`src/rtl/sys_defs.sv`:
```
// Shared definitions for the fetch front end: default widths, reset PC and the
// fetch sequencer state encoding.
package sys_defs;

  localparam int          DEFAULT_XLEN     = 32;
  localparam logic [31:0] DEFAULT_RESET_PC = 32'h0000_0000;

  typedef enum logic [1:0] {
    FETCH  = 2'd0,
    MISS   = 2'd1,
    SQUASH = 2'd2,
    HOLD   = 2'd3
  } fetch_state_t;

endpackage

```
`src/rtl/fetch_pc_sel.sv`:
```
// Next-PC priority mux: EX branch beats ROB recovery, and any redirect
// overrides the predictor, which in turn overrides sequential PC+4.
module fetch_pc_sel #(
  parameter int XLEN = 32
) (
  input  logic [XLEN-1:0] cur_pc_i,
  input  logic            certain_req_i,
  input  logic [XLEN-1:0] certain_pc_i,
  input  logic            rob_req_i,
  input  logic [XLEN-1:0] rob_pc_i,
  input  logic            pred_req_i,
  input  logic [XLEN-1:0] pred_pc_i,
  output logic            redir_o,
  output logic [XLEN-1:0] redir_pc_o,
  output logic [XLEN-1:0] npc_o
);

  localparam logic [XLEN-1:0] WORD_MASK = ~XLEN'(3);

  assign redir_o    = certain_req_i | rob_req_i;
  assign redir_pc_o = (certain_req_i ? certain_pc_i : rob_pc_i) & WORD_MASK;
  assign npc_o      = pred_req_i ? (pred_pc_i & WORD_MASK) : (cur_pc_i + XLEN'(4));

endmodule

```
`src/rtl/fetch_ctrl.sv`:
```
// Fetch sequencer: drives the Icache request, rides out misses, drops responses
// belonging to squashed requests and parks one instruction during backend stalls.
module fetch_ctrl
  import sys_defs::*;
#(
  parameter int              XLEN     = DEFAULT_XLEN,
  parameter logic [XLEN-1:0] RESET_PC = XLEN'(DEFAULT_RESET_PC)
) (
  input  logic            clock,
  input  logic            reset,
  input  logic            rob_stall,
  input  logic            certain_branch_req,
  input  logic [XLEN-1:0] certain_branch_pc,
  input  logic            rob_target_req,
  input  logic [XLEN-1:0] rob_target_pc,
  input  logic            branch_pred_req,
  input  logic [XLEN-1:0] branch_pred_pc,
  input  logic [63:0]     Icache2proc_data,
  input  logic            Icache2proc_data_valid,
  output logic            proc2Icache_req,
  output logic [XLEN-1:0] proc2Icache_addr,
  output logic            fetch_valid,
  output logic [XLEN-1:0] fetch_pc,
  output logic [XLEN-1:0] fetch_npc,
  output logic [31:0]     fetch_inst
);

  fetch_state_t    state_q, state_d;
  logic [XLEN-1:0] pc_q, pc_d;
  logic [XLEN-1:0] miss_addr_q, miss_addr_d;
  logic [31:0]     hold_inst_q, hold_inst_d;
  logic [XLEN-1:0] hold_pc_q, hold_pc_d;

  logic            redir;
  logic [XLEN-1:0] redir_pc;
  logic [XLEN-1:0] npc;
  logic [XLEN-1:0] block_addr;
  logic [31:0]     cur_inst;

  logic            req_c, valid_c;
  logic [XLEN-1:0] addr_c, pc_c;
  logic [31:0]     inst_c;

  fetch_pc_sel #(.XLEN(XLEN)) u_pc_sel (
    .cur_pc_i      (pc_q),
    .certain_req_i (certain_branch_req),
    .certain_pc_i  (certain_branch_pc),
    .rob_req_i     (rob_target_req),
    .rob_pc_i      (rob_target_pc),
    .pred_req_i    (branch_pred_req),
    .pred_pc_i     (branch_pred_pc),
    .redir_o       (redir),
    .redir_pc_o    (redir_pc),
    .npc_o         (npc)
  );

  assign block_addr = pc_q & ~XLEN'(7);
  assign cur_inst   = pc_q[2] ? Icache2proc_data[63:32] : Icache2proc_data[31:0];

  always_comb begin
    // NOTE: every signal assigned here gets a default first so no path infers a latch.
    state_d     = state_q;
    pc_d        = pc_q;
    miss_addr_d = miss_addr_q;
    hold_inst_d = hold_inst_q;
    hold_pc_d   = hold_pc_q;
    req_c       = 1'b0;
    addr_c      = block_addr;
    valid_c     = 1'b0;
    pc_c        = pc_q;
    inst_c      = cur_inst;

    unique case (state_q)
      FETCH: begin
        req_c = ~rob_stall;
        if (redir) begin
          pc_d = redir_pc;
        end else if (rob_stall) begin
          pc_d = pc_q;
        end else if (Icache2proc_data_valid) begin
          valid_c = 1'b1;
          pc_d    = npc;
        end else begin
          miss_addr_d = block_addr;
          state_d     = MISS;
        end
      end
      MISS: begin
        req_c  = 1'b1;
        addr_c = miss_addr_q;
        if (redir) begin
          pc_d    = redir_pc;
          state_d = SQUASH;
        end else if (Icache2proc_data_valid && !rob_stall) begin
          valid_c = 1'b1;
          pc_d    = npc;
          state_d = FETCH;
        end else if (Icache2proc_data_valid) begin
          hold_inst_d = cur_inst;
          hold_pc_d   = pc_q;
          state_d     = HOLD;
        end
      end
      SQUASH: begin
        // The in-flight miss must complete before a new address can be issued.
        req_c  = 1'b1;
        addr_c = miss_addr_q;
        if (redir)                  pc_d    = redir_pc;
        if (Icache2proc_data_valid) state_d = FETCH;
      end
      HOLD: begin
        pc_c   = hold_pc_q;
        inst_c = hold_inst_q;
        if (redir) begin
          pc_d    = redir_pc;
          state_d = FETCH;
        end else if (!rob_stall) begin
          valid_c = 1'b1;
          pc_d    = npc;
          state_d = FETCH;
        end
      end
      default: state_d = FETCH;
    endcase
  end

  // Everything visible to the Icache and ID is forced quiet while reset is held.
  assign proc2Icache_req  = reset & req_c;
  assign proc2Icache_addr = reset ? addr_c : '0;
  assign fetch_valid      = reset & valid_c;
  assign fetch_pc         = reset ? pc_c : '0;
  assign fetch_npc        = reset ? npc : '0;
  assign fetch_inst       = reset ? inst_c : '0;

  always_ff @(posedge clock) begin
    // NOTE: reset is synchronous, so it lives inside the clocked branch, and all state uses <=.
    if (!reset) begin
      state_q     <= FETCH;
      pc_q        <= RESET_PC;
      miss_addr_q <= '0;
      hold_inst_q <= '0;
      hold_pc_q   <= '0;
    end else begin
      state_q     <= state_d;
      pc_q        <= pc_d;
      miss_addr_q <= miss_addr_d;
      hold_inst_q <= hold_inst_d;
      hold_pc_q   <= hold_pc_d;
    end
  end

endmodule
```
`config.mk`:
```
export PLATFORM = sky130hd
export DESIGN_NAME = fetch_ctrl
export DESIGN_NICKNAME = d
export VERILOG_FILES = /design/src/rtl/sys_defs.sv /design/src/rtl/fetch_pc_sel.sv /design/src/rtl/fetch_ctrl.sv
export SDC_FILE = /design/constraint.sdc
export NUM_CORES = 1
export LEC_CHECK = 0
export ABC_AREA = 0
export ABC_CLOCK_PERIOD_IN_PS = 2100
export CAP_MARGIN = 20
export CELL_PAD_IN_SITES_DETAIL_PLACEMENT = 2
export CELL_PAD_IN_SITES_GLOBAL_PLACEMENT = 2
export CORE_MARGIN = 2
export CORE_UTILIZATION = 22
export CTS_CLUSTER_SIZE = 28
export DETAILED_ROUTE_END_ITERATION = 10
export GPL_TIMING_DRIVEN = 1
export PLACE_DENSITY_LB_ADDON = 0.3
export SYNTH_ARGS = -nofsm -noshare
export SYNTH_HDL_FRONTEND = slang
export SYNTH_SLANG_ARGS = --single-unit
```
`constraint.sdc`:
```
create_clock -name clock -period 2.1 [get_ports clock]
set_clock_uncertainty 0.1 [all_clocks]
set_input_delay 0.525 -clock clock [delete_from_list [all_inputs] [get_ports clock]]
set_output_delay 0.525 -clock clock [all_outputs]
set_load 0.01 [all_outputs]
```
run_1/logic_types.png
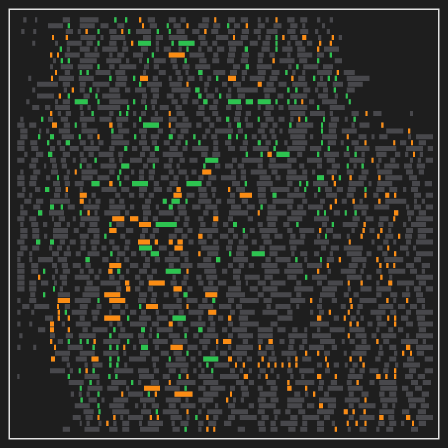
color	family	cells	most used
orange	nor cells	225	nor2_1
green	nand cells	219	nand2_1

run_1/flops_by_reg.png
The bar under the picture is 50 um long. Other sequential cells in the stronger gray, the rest of the logic in the fainter gray.
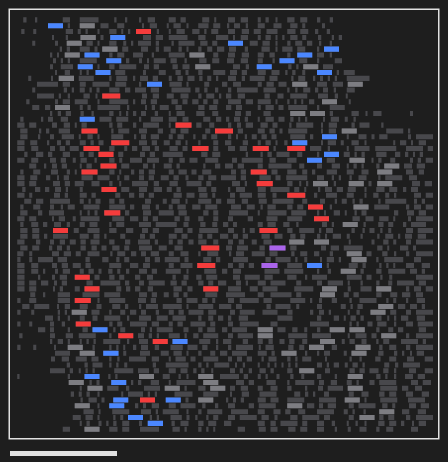
color	signal	flops
blue	miss_addr_q	29
purple	state_q	2
red	pc_q	32
not colored	64

==> flow_metrics.env, run 1 <==
# yosys + openroad results
export IMPL_synthFlopType="dfxtp_1"
export IMPL_io_buffers=287
export IMPL_ir_drop_v=0.0005901
export IMPL_globalplace_congestion=0.8365
export IMPL_drive_gt1_share_pct=50.53
export IMPL_critPathKind="reg -> out"
export IMPL_pwr_share_comb_pct=37.9
export IMPL_finalSetupViolCount=173
export IMPL_fmax_mhz=317.0
export IMPL_tightest_slew_ps=516.9
export IMPL_cp_max_fo=4
export IMPL_clockBufferDepth=2
export IMPL_hold_viol=0
export IMPL_grtUsageTotal_pct=26.82
export IMPL_cts_setup_buffers=127
export IMPL_yosys_stat_seqShare_pct=30.37
export IMPL_ys_cells=1142
export IMPL_required_ps=1470
export IMPL_power_clock_fraction_pct=35.6
export IMPL_cts_root_buf="clkbuf_16"
export IMPL_final_setup_worst_slack_ps=-1055
export IMPL_pre_cts_ws_ps=-924.8
export IMPL_hold_path_cell_count=2
export IMPL_rows=71
export IMPL_cp_depth=7
export IMPL_status="finished, violations left"
export IMPL_violations="negative setup slack"
export IMPL_power_leakage_uw=0.007249
export IMPL_ff2ff_setup_slack_ps=-630
export IMPL_grt_pass1_wl_um=79530
export IMPL_r2r_cells=12
export IMPL_critPathTopFamily="simple AND/OR/NAND/NOR gates"
export IMPL_grt_pass1_vias=12731
export IMPL_crit_end="fetch_npc[31]"
run_1/placement_by_type.png
The bar under the picture is 50 um long.
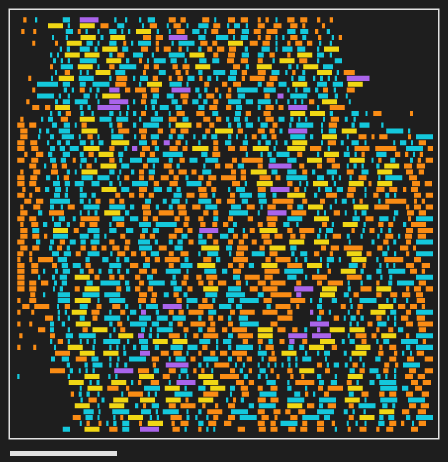
color	class	cells	share of their area
cyan	combinational and other logic	896	42%
yellow	sequential cells	127	15%
purple	clock drivers and dummy loads	32	3.7%
orange	remaining buffers and delay cells	732	40%

run_1/congestion.png
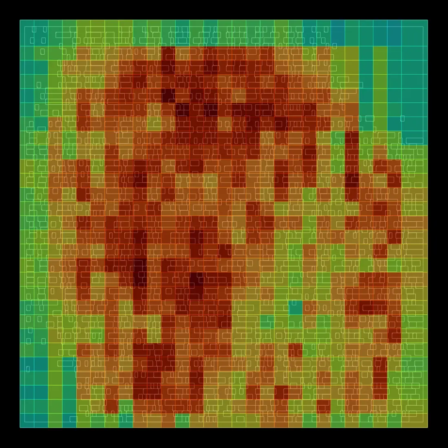
GR Layer Usage met2: 49.12%
GRT Max-Usage Layer: met2

## run 1: metrics by stage
step	power (uW)	instances	TNS (ps)	utilization, %	area (um2)
floorplan	3593	1144	-315.8	-	8593
global placement	4934	2054	-115880	36.13	13580
detailed placement	4996	2054	-123050	36.13	13580
CTS	8885	2218	-65980	43.24	16250
global route	10010	2300	-106130	48.01	18040
finish	9784	2301	-96190	48.02	18040
## run 1: worst register-to-register path, cell delays in order, from the launching register on
cell and delay, ps:
dfxtp_2 340, buf_6 130, ha_4 170, buf_6 120, buf_12 130, buf_6 110
buf_6 110, a211o_4 390, a31o_4 330, buf_6 150, a21oi_2 220, or2_1 190
o311a_1 200
## run 1: registers in the layout, summed over array words and instances (netlist names)
register / flops
hold_inst_q: 32
state_q: 2
hold_pc_q: 32
pc_q: 32
miss_addr_q: 29
## run 1: cell families (layout without fill, tap and decap cells)
logic type / Yosys count / count (layout) / synth area share, %
AOI/OAI and AO/OA: 266 / 266 / 20.07
buffers and inverters: 132 / 775 / 7.039
and+or+nand+nor: 474 / 474 / 25.56
DFF: 127 / 127 / 30.37
adders and majority gates: 7 / 7 / 1.046
muxes: 112 / 112 / 13.47
xor gates and xnor gates: 23 / 23 / 2.406
other: 1 / 6 / 0.04479
## run 1: routing by layer
metal / track usage (%) / vias to the layer above / share of wire [%]
met5: 0 / - / 0
li1: - / 5214 / -
met1: 30.00 / 6202 / 37
met3: 5.097 / 278 / 5.7
met4: 11.97 / 0 / 7.2
met2: 49.12 / 625 / 51
## run 1: area by class of cell
class / instances / share of cell area [%]
multi-input cells: 885 / 39.79
well taps: 511 / 3.543
repair buffers: 732 / 38.46
clock inverters: 13 / 1.033
diodes: 3 / 0.04161
flip-flops and latches: 127 / 14.35
clock buffers: 19 / 2.510
inverters: 11 / 0.2774
run_1/wires.png
The bar under the picture is 50 um long. Only two layers are drawn.
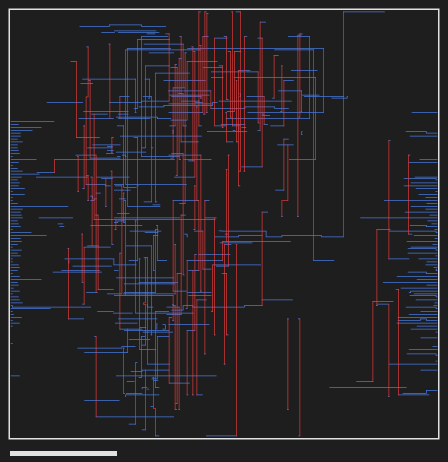

==> inputs of run 2 (changes only) <==
Settings changed: REMOVE_ABC_BUFFERS from default to 1, TNS_END_PERCENT from default to 100.
run_2/wires.png
The bar under the picture is 50 um long. Only two layers are drawn.
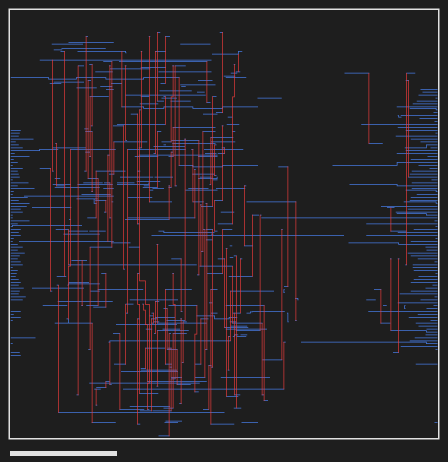
color	layer	wire length
blue	metal 3	4470 um
red	metal 4	4560 um

run_2/placement_by_type.png
The bar under the picture is 50 um long.
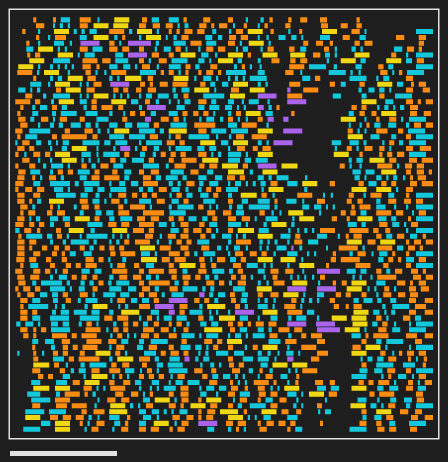
color	class	cells	share of their area
purple	clock drivers and dummy loads	31	3.3%
cyan	combinational and other logic	897	42%
yellow	sequential cells	127	14%
orange	remaining buffers and delay cells	775	41%
Layout Utilization: 50.17%
Placement Rows: 71

run_2/congestion.png
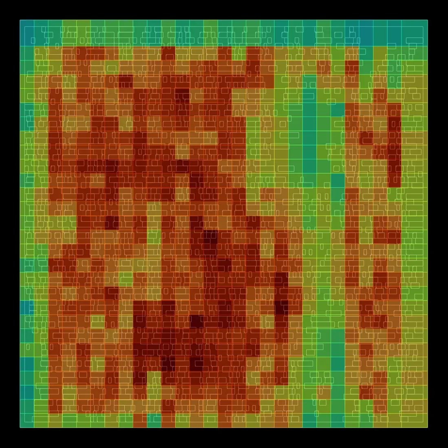
wire per inst: 31.33 um
GRT Total Usage: 30.80%

==> flow_metrics.env, run 2 <==
# yosys + openroad results
export IMPL_status="finished, violations left"
export IMPL_violations="negative setup slack"
export IMPL_final_setup_worst_slack_ps=-1038
export IMPL_inv_count=11
export IMPL_yosys_stat_seqShare_pct=30.37
export IMPL_taps=511
export IMPL_finalSetupViolCount=197
export IMPL_comb_area_share_pct=39.92
export IMPL_design_area_um2=18850
export IMPL_synthFlopType="dfxtp_1"
export IMPL_num_nonclk_buffers=775
export IMPL_xor_share_pct=2.406
export IMPL_ys_sh_adder_pct=1.046
export IMPL_finalPower_uw=9777
export IMPL_cts_root_buf="clkbuf_16"
export IMPL_fmax_mhz=318.7
export IMPL_nClkBuffers=19
export IMPL_critPathKind="reg -> out"
export IMPL_placed_cell_area_um2=13510
export IMPL_logic_family="simple AND/OR/NAND/NOR gates"
export IMPL_clk_share_pct=3.205
export IMPL_pre_cts_ws_ps=-1079
export IMPL_hold_viol=0
export IMPL_ir_drop_v=0.0006338
export IMPL_ys_cells=1142
export IMPL_io_buffers=287
[run 2: cell counts after synthesis]
Identical to the previous run, type by type.
[run 2: per-layer routing]
metal	track usage (%)	up-vias
met5	0	-
met4	17.94	0
met3	7.325	247
met2	54.01	636
met1	33.91	6340
li1	-	5307
[run 2: final timing paths]
| check | from | to | slack, ps | cells after the start |
|---|---|---|---|---|
| min reg2reg | hold_pc_q[7]$_SDFFE_PN0P_ | hold_pc_q[7]$_SDFFE_PN0P_ | 360 | 2 |
| max | pc_q[3]$_SDFFE_PN0P_ | fetch_npc[12] | -1040 | 8 |
| min | hold_pc_q[7]$_SDFFE_PN0P_ | hold_pc_q[7]$_SDFFE_PN0P_ | 360 | 2 |
| max reg2reg | state_q[1]$_SDFFE_PN0P_ | pc_q[7]$_SDFFE_PN0P_ | -760 | 13 |
[run 2: power breakdown]
group	switching, uW	internal [uW]	total (uW)	leakage, uW
combinational	1940	1920	3860	0.00627
sequential	104	2490	2590	0.00104
clock	1420	1910	3330	0.000286
total	3460	6310	9780	0.00760
[run 2: worst register-to-register path, delay by kind of cell, from the launching register on]
| kind | cells | cell delay (ps) |
|---|---|---|
| compound gates | 3 | 870 |
| simple gates | 2 | 280 |
| flops | 1 | 350 |
| buf+inv | 7 | 980 |
| fa+ha+maj | 1 | 190 |
[run 2: repair_timing]
action | CTS | global route
setup buffers | 164 | 113
setup endpoints to repair | 191 | 180
gates cloned | 9 | 6
resized | 935 | 326
pin swaps | 122 | 138
[run 2: per-stage QoR]
step	utilization (%)	setup TNS (ps)	hold WS (ps)
after floorplan	-	-506500	336.0
after global placement	35.96	-102050	336.6
after detailed placement	35.96	-111770	348.2
after CTS	45.06	-89260	356.8
after global routing	50.16	-111630	384.5
final	50.17	-103670	358.0
Power is estimated from default activity; no workload was simulated.
